===== config.mk =====
export PLATFORM = sky130hd
export DESIGN_NAME = bus_source_arbiter
export DESIGN_NICKNAME = d
export VERILOG_FILES = /design/src/rtl/bus_source_arbiter_pkg.sv /design/src/rtl/bus_source_arbiter_rr_next_channel.sv /design/src/rtl/bus_source_arbiter.sv
export SDC_FILE = /design/constraint.sdc
export NUM_CORES = 1
export LEC_CHECK = 0
export CORE_UTILIZATION = 35
export CTS_CLUSTER_SIZE = 14
export DETAILED_ROUTE_END_ITERATION = 7
export HOLD_SLACK_MARGIN = 0.15
export PLACE_DENSITY = 0.49
export SLEW_MARGIN = 20
export SYNTH_ARGS = -nofsm -noshare
export SYNTH_HDL_FRONTEND = slang
export SYNTH_SLANG_ARGS = --single-unit

===== constraint.sdc =====
create_clock -name clk -period 10.07 [get_ports clk]
set_clock_uncertainty 0.05 [all_clocks]
set_input_delay 2.014 -clock clk [delete_from_list [all_inputs] [get_ports clk]]
set_output_delay 2.014 -clock clk [all_outputs]
set_load 0.005 [all_outputs]

===== src/rtl/bus_source_arbiter_pkg.sv =====
// Shared constants, state encoding and channel helpers for the five-source bus arbiter.
package bus_source_arbiter_pkg;

    localparam int NUM_CH   = 5;
    localparam int SEL_SIZE = 3;
    localparam int HOLD_MAX = 8;
    localparam int CNT_SIZE = 4;

    typedef enum logic {
        ST_IDLE = 1'b0,
        ST_OWN  = 1'b1
    } state_t;

    // One-hot owner vector for a channel number in 0..NUM_CH-1.
    function automatic logic [NUM_CH-1:0] sel_to_onehot(input logic [SEL_SIZE-1:0] ch);
        logic [NUM_CH-1:0] oh;
        oh     = {NUM_CH{1'b0}};
        oh[ch] = 1'b1;
        return oh;
    endfunction

    // Channel reached by stepping ofs places after ch, wrapping NUM_CH-1 -> 0.
    function automatic logic [SEL_SIZE-1:0] wrap_add(input logic [SEL_SIZE-1:0] ch,
                                                     input logic [SEL_SIZE:0]   ofs);
        logic [SEL_SIZE:0] sum;
        sum = {1'b0, ch} + ofs;
        if (sum >= (SEL_SIZE+1)'(NUM_CH)) begin
            sum = sum - (SEL_SIZE+1)'(NUM_CH);
        end else begin
            sum = sum;
        end
        return sum[SEL_SIZE-1:0];
    endfunction

endpackage


===== src/rtl/bus_source_arbiter_rr_next_channel.sv =====
// Round-robin pick: first requesting, unmasked channel after 'last', wrapping.
module rr_next_channel
    import bus_source_arbiter_pkg::*;
(
    input  logic [NUM_CH-1:0]   req,
    input  logic [SEL_SIZE-1:0] last,
    input  logic [NUM_CH-1:0]   mask,
    output logic [SEL_SIZE-1:0] pick,
    output logic                found
);

    logic [NUM_CH-1:0]   cand_s;
    logic [SEL_SIZE-1:0] idx_s;

    // Scan farthest-to-nearest so the channel right after 'last' wins.
    always_comb begin
        cand_s = req & ~mask;
        pick   = {SEL_SIZE{1'b0}};
        found  = 1'b0;
        idx_s  = {SEL_SIZE{1'b0}};
        for (int k = NUM_CH; k >= 1; k--) begin
            idx_s = wrap_add(last, (SEL_SIZE+1)'(k));
            pick  = cand_s[idx_s] ? idx_s : pick;
            found = found | cand_s[idx_s];
        end
    end

endmodule


===== src/rtl/bus_source_arbiter.sv =====
// Round-robin owner selection for the 5-channel bus mux, with a bounded tenure
// of hold_max accepted beats whenever another source is waiting.
module bus_source_arbiter
    import bus_source_arbiter_pkg::*;
#(
    parameter int hold_max = HOLD_MAX,
    parameter int cnt_size = CNT_SIZE
) (
    input  logic                clk,
    input  logic                rst,
    input  logic [NUM_CH-1:0]   req,
    input  logic                bus_ready,
    output logic [SEL_SIZE-1:0] sel,
    output logic [NUM_CH-1:0]   grant,
    output logic                bus_valid,
    output logic                beat_done
);

    state_t              state_r, state_n_s;
    logic [SEL_SIZE-1:0] last_r, last_n_s, sel_n_s;
    logic [NUM_CH-1:0]   grant_n_s, mask_s;
    logic [cnt_size-1:0] cnt_r, cnt_n_s;
    logic [SEL_SIZE-1:0] pick_s;
    logic                found_s;
    logic                owner_req_s;

    // The current owner is excluded so a forced rotation always moves on.
    assign mask_s      = (state_r == ST_OWN) ? grant : {NUM_CH{1'b0}};
    assign owner_req_s = req[sel];
    assign bus_valid   = (state_r == ST_OWN) & owner_req_s;
    assign beat_done   = bus_valid & bus_ready;

    rr_next_channel u_next (
        .req   (req),
        .last  (last_r),
        .mask  (mask_s),
        .pick  (pick_s),
        .found (found_s)
    );

    // Next-state and next-owner decision.
    always_comb begin
        state_n_s = state_r;
        sel_n_s   = sel;
        grant_n_s = grant;
        last_n_s  = last_r;
        cnt_n_s   = cnt_r;
        case (state_r)
            ST_IDLE: begin
                if (found_s) begin
                    state_n_s = ST_OWN;
                    sel_n_s   = pick_s;
                    grant_n_s = sel_to_onehot(pick_s);
                    last_n_s  = pick_s;
                    cnt_n_s   = {cnt_size{1'b0}};
                end else begin
                    state_n_s = ST_IDLE;
                end
            end
            ST_OWN: begin
                if (!owner_req_s) begin
                    if (found_s) begin
                        sel_n_s   = pick_s;
                        grant_n_s = sel_to_onehot(pick_s);
                        last_n_s  = pick_s;
                    end else begin
                        state_n_s = ST_IDLE;
                        grant_n_s = {NUM_CH{1'b0}};
                    end
                    cnt_n_s = {cnt_size{1'b0}};
                end else if (beat_done) begin
                    // Count saturates at hold_max; rotation waits for a beat once saturated.
                    if (found_s && (cnt_r >= cnt_size'(hold_max - 1))) begin
                        sel_n_s   = pick_s;
                        grant_n_s = sel_to_onehot(pick_s);
                        last_n_s  = pick_s;
                        cnt_n_s   = {cnt_size{1'b0}};
                    end else if (cnt_r != cnt_size'(hold_max)) begin
                        cnt_n_s = cnt_r + cnt_size'(1);
                    end else begin
                        cnt_n_s = cnt_r;
                    end
                end else begin
                    cnt_n_s = cnt_r;
                end
            end
            default: begin
                state_n_s = ST_IDLE;
                grant_n_s = {NUM_CH{1'b0}};
                cnt_n_s   = {cnt_size{1'b0}};
            end
        endcase
    end

    // State, owner and tenure registers; last starts at the top channel so ch0 goes first.
    always_ff @(posedge clk or posedge rst) begin
        if (rst) begin
            state_r <= ST_IDLE;
            sel     <= {SEL_SIZE{1'b0}};
            grant   <= {NUM_CH{1'b0}};
            last_r  <= SEL_SIZE'(NUM_CH - 1);
            cnt_r   <= {cnt_size{1'b0}};
        end else begin
            state_r <= state_n_s;
            sel     <= sel_n_s;
            grant   <= grant_n_s;
            last_r  <= last_n_s;
            cnt_r   <= cnt_n_s;
        end
    end

endmodule


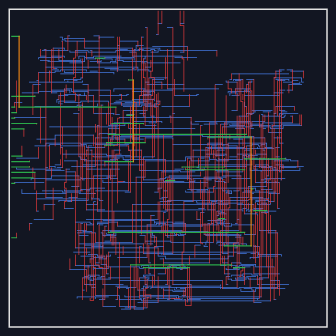
**Above:** run 1 (wiring by layer).
Drawn at 4 px/um.
color	layer	wire length
green	metal 3	268 um
blue	metal 1	2780 um
red	metal 2	2640 um
orange	metal 4	65.3 um

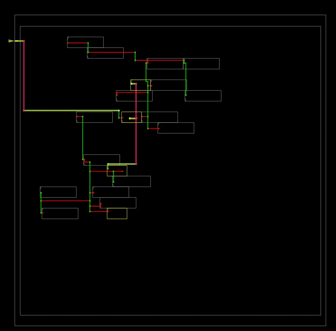
**Above:** run 1 (clock routing).
CTS Buf Count: 3
CLK BUF: 4
Worst-Skew Late Latency: 250 ps

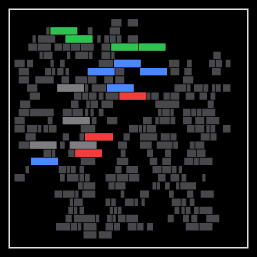
**Above:** run 1 (where the registers sit).
Drawn at 3 px/um. Other sequential cells in the stronger gray, the rest of the logic in the fainter gray.
color	signal	flops
blue	`grant`	5
green	`cnt_r`	4
red	`last_r`	3
Reg area: 402 sq um
final core utilization: 41.8%

==> results.yml, run 1 <==
# synthesis and place-and-route metrics
outcome:
  status: "finished, final reports clean"
cts:
  cts_tree: "built"
  htree_levels: 1
  cts.path.max_buffers: 2
  clock_sinks: 16
  cts-resized-gates: 0
  clock-root-buffer: "clkbuf_8"
sta:
  hold_viol: 0
  fin_crit_ps: 6040
  finalSetupViolations: 0
  post-route-period-util_pct: 60.0
  slew_viol_final: 0
logic_synthesis:
  yosysChipArea_sq_mm: 0.00208
  synth_area_sq_mm: 0.00208
  synthTopLogicFamily: "AND-OR/OR-AND gates"
  synthTopCellsByArea: "dfrtp_1 (18%), ha_1 (7.8%), o21ai_0 (4.1%)"
  muxShareOfSynthArea_pct: 5.78
  synth_top_cell_by_area: "dfrtp_1"
  ff_type: "dfrtp_1"
  yosysTopAreaCellShare_pct: 18.1
  syn_nets: 269
  edf_count: 0
  synth-adder-area-share_pct: 8.80
  top_cell: "nand2_1"
  avgSynthCellArea_sq_um: 8.41
  ys_ff: 16
  synthArstFlopShare_pct: 100
  ys_sh_aoi_pct: 34.1
  synth.distinct_cells: 80
global_routing:
  grt_pass1_vias: 1885
  grt_pass1_wl_um: 9620
  gr-total-overflow: 0
  grt_usage_pct: 19.7
  antenna_found_initial: 0
  grt_max_degree: 27
placed_design:
  dp_hpwl_um: 4380
  placed_cells: 326
  port_buffers: 17
route:
  routedWlPerCell_um: 17.4
  routed_via_density: 5.97
  drt-total-wl_um: 5750
  num_vias: 1969
  drt-initial-drc-count: 74
  drcViolationCount: 0
  antenna_left: 0
  dr.pass1.iters: 4
floorplan:
  dieHeight_um: 79.0
  chipWidth_um: 79.0
  pin_count: 18
  die_area_sq_mm: 0.00625
  fp_util_pct: 37.0
cells_and_area:
  drive_above_1_share_pct: 13.6
  antenna_cells: 0
  nets: 281
  syn_to_final_growth_pct: 12.8
setup_path:
  cp-end-kind: "output pin"
  required_ps: 8010
  crit_path_max_fanout: 7
  critPathKind: "input pin to output pin"
flow_run:
  drv_cap: 0
[run 1: flip-flops by register name (all words and copies together), names as in the netlist]
register,count
grant,5
cnt_r,4
last_r,3
sel,3
state_r,1
[run 1: worst paths after layout]
| path | start | endpoint | slack [ps] | cells after the start |
|---|---|---|---|---|
| min in group asynchronous | rst | grant[4]$_DFFE_PP0P_ | 2090 | 2 |
| max in group asynchronous | rst | grant[0]$_DFFE_PP0P_ | 7490 | 2 |
| worst min register to register | grant[4]$_DFFE_PP0P_ | grant[4]$_DFFE_PP0P_ | 480 | 1 |
| worst max register to register | last_r[1]$_DFFE_PP0P_ | last_r[1]$_DFFE_PP0P_ | 5850 | 11 |
| worst min-delay path | grant[4]$_DFFE_PP0P_ | grant[4]$_DFFE_PP0P_ | 480 | 1 |
| worst max-delay path | req[3] | beat_done | 4030 | 6 |
[run 1: cells in the final DEF, fill, tap and decap left out, types with 4 or more instances in the layout]
master           netlist  layout
a2111oi_0              6       6
nor3_1                 7       7
nand2b_1               7       7
a21oi_1                7       7
nand2_1               21      21
dfrtp_1               15      15
clkdlybuf4s50_1        0      17
o21ai_1                6       6
ha_1                  13      13
a21o_1                 5       5
nor2b_1                7       7
inv_1                 12      12
o21ai_0               17      17
nor2_1                 9       9
clkbuf_8               0       4
nand3_1                7       7
xnor2_1                5       5
[run 1: logic make-up after synthesis]
logic type | after synthesis
XOR/XNOR | 6
multiplexers | 9
buffers and inverters | 28
flip-flops | 16
AND-OR/OR-AND | 91
adder cells (fa/ha/maj) | 14
AND/OR/NAND/NOR | 83
[run 1: critical path, stage by stage]
cell and delay [ps]:
clkdlybuf4s50_1 460, mux4_2 480, a21oi_1 240, nor2b_1 160, and2_1 180, clkdlybuf4s50_1 440
[run 1: routing by layer]
metal	GRT usage, %	up-vias	share of wire, %
li1	-	960	-
met5	0	-	0
met3	1.49	8	4.6
met4	4.36	0	1.1
met2	32.1	58	46
met1	28.2	943	48
[run 1: final cells by class]
cell class,instances,area (sq um)
Timing Repair Buffer,19,185
Sequential cell,16,402
Tap cell,72,90.1
Inverter,16,65.1
Fill cell,590,3270
Clock buffer,4,55.1
Multi-Input combinational cell,203,1550
[run 1: metrics by stage]
step	area (sq um)	util (%)	hold WS, ps	setup WS [ps]
global placement	2290	40.8	470	4040
finish	2340	41.8	484	4030
floorplan	2080	-	454	4940
CTS	2340	41.8	490	4000
detailed placement	2290	40.8	469	4010
global route	2340	41.8	504	3910
**Run 1: gate-type map**

Drawn at 4 px/um.
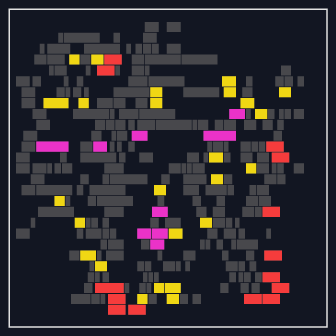

==> inputs of run 2 (changes only) <==
--- a/config.mk
+++ b/config.mk
@@ -9,7 +9,7 @@
 export CTS_CLUSTER_SIZE = 14
 export DETAILED_ROUTE_END_ITERATION = 7
 export HOLD_SLACK_MARGIN = 0.15
-export PLACE_DENSITY = 0.49
+export PLACE_DENSITY = 0.51
 export SLEW_MARGIN = 20
 export SYNTH_ARGS = -nofsm -noshare
 export SYNTH_HDL_FRONTEND = slang
==> constraint.sdc (replaced) <==
create_clock -name clk -period 5.4 [get_ports clk]
set_clock_uncertainty 0.05 [all_clocks]
set_input_delay 1.08 -clock clk [delete_from_list [all_inputs] [get_ports clk]]
set_output_delay 1.08 -clock clk [all_outputs]
set_load 0.005 [all_outputs]
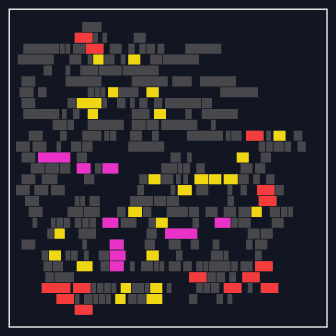
**Above:** run 2 (gate-type map).
Drawn at 4 px/um.
color	family	cells
red	fa/ha/maj cells	14
yellow	non-inverting ao/oa cells	25
magenta	mux cells	9

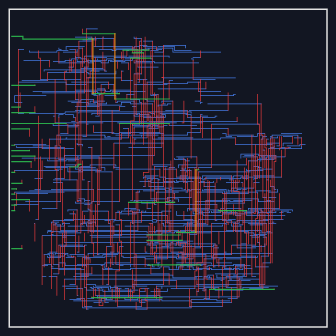
**Above:** run 2 (wiring by layer).
Drawn at 4 px/um.
all-layer global routing usage: 19.6%
wire per inst: 17.5 um

==> run 2 against run 1 <==
Setup slack worse by 2900 ps. Final area up 0.96%. Sequential share of layout area down 0.16 points.
==> results.yml, run 2 <==
# synthesis and place-and-route metrics
outcome:
  status: "finished, final reports clean"
cells_and_area:
  final_cell_mix: "nand2_1 (21), o21ai_0 (17), clkdlybuf4s50_1 (17)"
  drive_above_1_share_pct: 14.6
  antenna_cells: 0
  fillerInstances: 600
  largest_reg_flops: 5
  top_register: "grant"
  top_regs: "grant x5, cnt_r x4"
  lay_top_count: "nand2_1"
  nets: 284
  syn_to_final_growth_pct: 13.9
sta:
  finalSetupViolations: 0
  fin_crit_ps: 4250
  timing.final.ws_setup_ps: 1150
floorplan:
  die_area_sq_mm: 0.00625
  chipWidth_um: 79.0
  pin_count: 18
  fp_util_pct: 37.0
global_routing:
  gr-total-overflow: 0
  grt_pass1_wl_um: 9600
  antenna_found_initial: 0
  grt_max_degree: 27
logic_synthesis:
  muxShareOfSynthArea_pct: 5.78
  synthArstFlopShare_pct: 100
  synthTopCellsByArea: "dfrtp_1 (18%), ha_1 (7.8%), o21ai_0 (4.1%)"
  synth.distinct_cells: 80
  ys_sh_aoi_pct: 34.1
  synthTopLogicFamily: "AND-OR/OR-AND gates"
  avgSynthCellArea_sq_um: 8.41
  synth-adder-area-share_pct: 8.80
  yosysTopAreaCellShare_pct: 18.1
  ff_type: "dfrtp_1"
  synth_area_sq_mm: 0.00208
  top_cell: "nand2_1"
  synth_top_cell_by_area: "dfrtp_1"
worst_hold_path:
  whs_path_depth: 1
  min_from: "grant[1]$_DFFE_PP0P_"
  worst_hold_path.endpoint: "grant[1]$_DFFE_PP0P_"
cts:
  cts-resized-gates: 0
  clock-root-buffer: "clkbuf_8"
  worstSkewPairLatency_ps: 250
  cts.path.max_buffers: 2
  numCtsBuffers: 3
  clock_sinks: 16
route:
  drt-total-wl_um: 5820
  drcViolationCount: 0
  dr.pass1.iters: 4
  drt-initial-drc-count: 72
  num_vias: 1983
setup_path:
  r2r_setup_slack_ps: 1360
  r2r_start: "last_r[1]$_DFFE_PP0P_"
  max_stage_delay_ps: 500
  critPathKind: "input pin to output pin"
  required_ps: 4270
  path_common_cell: "clkdlybuf4s50_1"
  cp-end-kind: "output pin"
  reg2regPathDepth: 12
placed_design:
  dp_hpwl_um: 4370
  port_buffers: 17
  placed_cells: 329
flow_run:
  drv_cap: 0
-- run 2: cell counts after synthesis --
Identical to the previous run, type by type.
-- run 2: cell families (layout without fill, tap and decap cells) --
kind of cell,count (synthesis),count (layout)
buf+inv,28,42
flops,16,16
simple gates,83,83
fa+ha+maj,14,14
mux,9,9
xor+xnor,6,6
compound gates,91,91
-- run 2: how the worst max path moves through the flow --
stage	start	to	cells past startpoint
6_report	req[3]	beat_done	6
5_1_grt	last_r[1]$_DFFE_PP0P_	last_r[1]$_DFFE_PP0P_	12
4_1_cts	req[3]	beat_done	6
3_5_place_dp	req[0]	grant[3]$_DFFE_PP0P_	11
3_3_place_gp	req[0]	cnt_r[1]$_DFFE_PP0P_	11
2_1_floorplan	last_r[0]$_DFFE_PP0P_	grant[3]$_DFFE_PP0P_	15
-- run 2: metrics by stage --
stage	cell area, sq um	hold slack, ps
after floorplan	2080	454
after global placement	2310	507
after detailed placement	2310	495
after CTS	2360	519
after global routing	2360	530
final	2360	511
-- run 2: layout make-up --
class / instances / area share, %
clock buffers: 4 / 2.33
inverters: 16 / 2.75
multi-input cells: 203 / 65.3
flip-flops and latches: 16 / 17.0
well taps: 72 / 3.81
repair buffers: 22 / 8.78
-- run 2: layer usage --
layer	global-route usage, %	share of wire (%)	wire (um)
met1	30.3	54	3110
met2	29.2	42	2430
met3	2.30	3.9	227
met4	3.45	0.77	45
met5	0	0	0
-- run 2: worst max-delay path: cells and delay by family --
family | cells | cell delay, ps
multiplexers | 1 | 500
AND/OR/NAND/NOR | 2 | 380
buffers and inverters | 2 | 910
AND-OR/OR-AND | 1 | 250
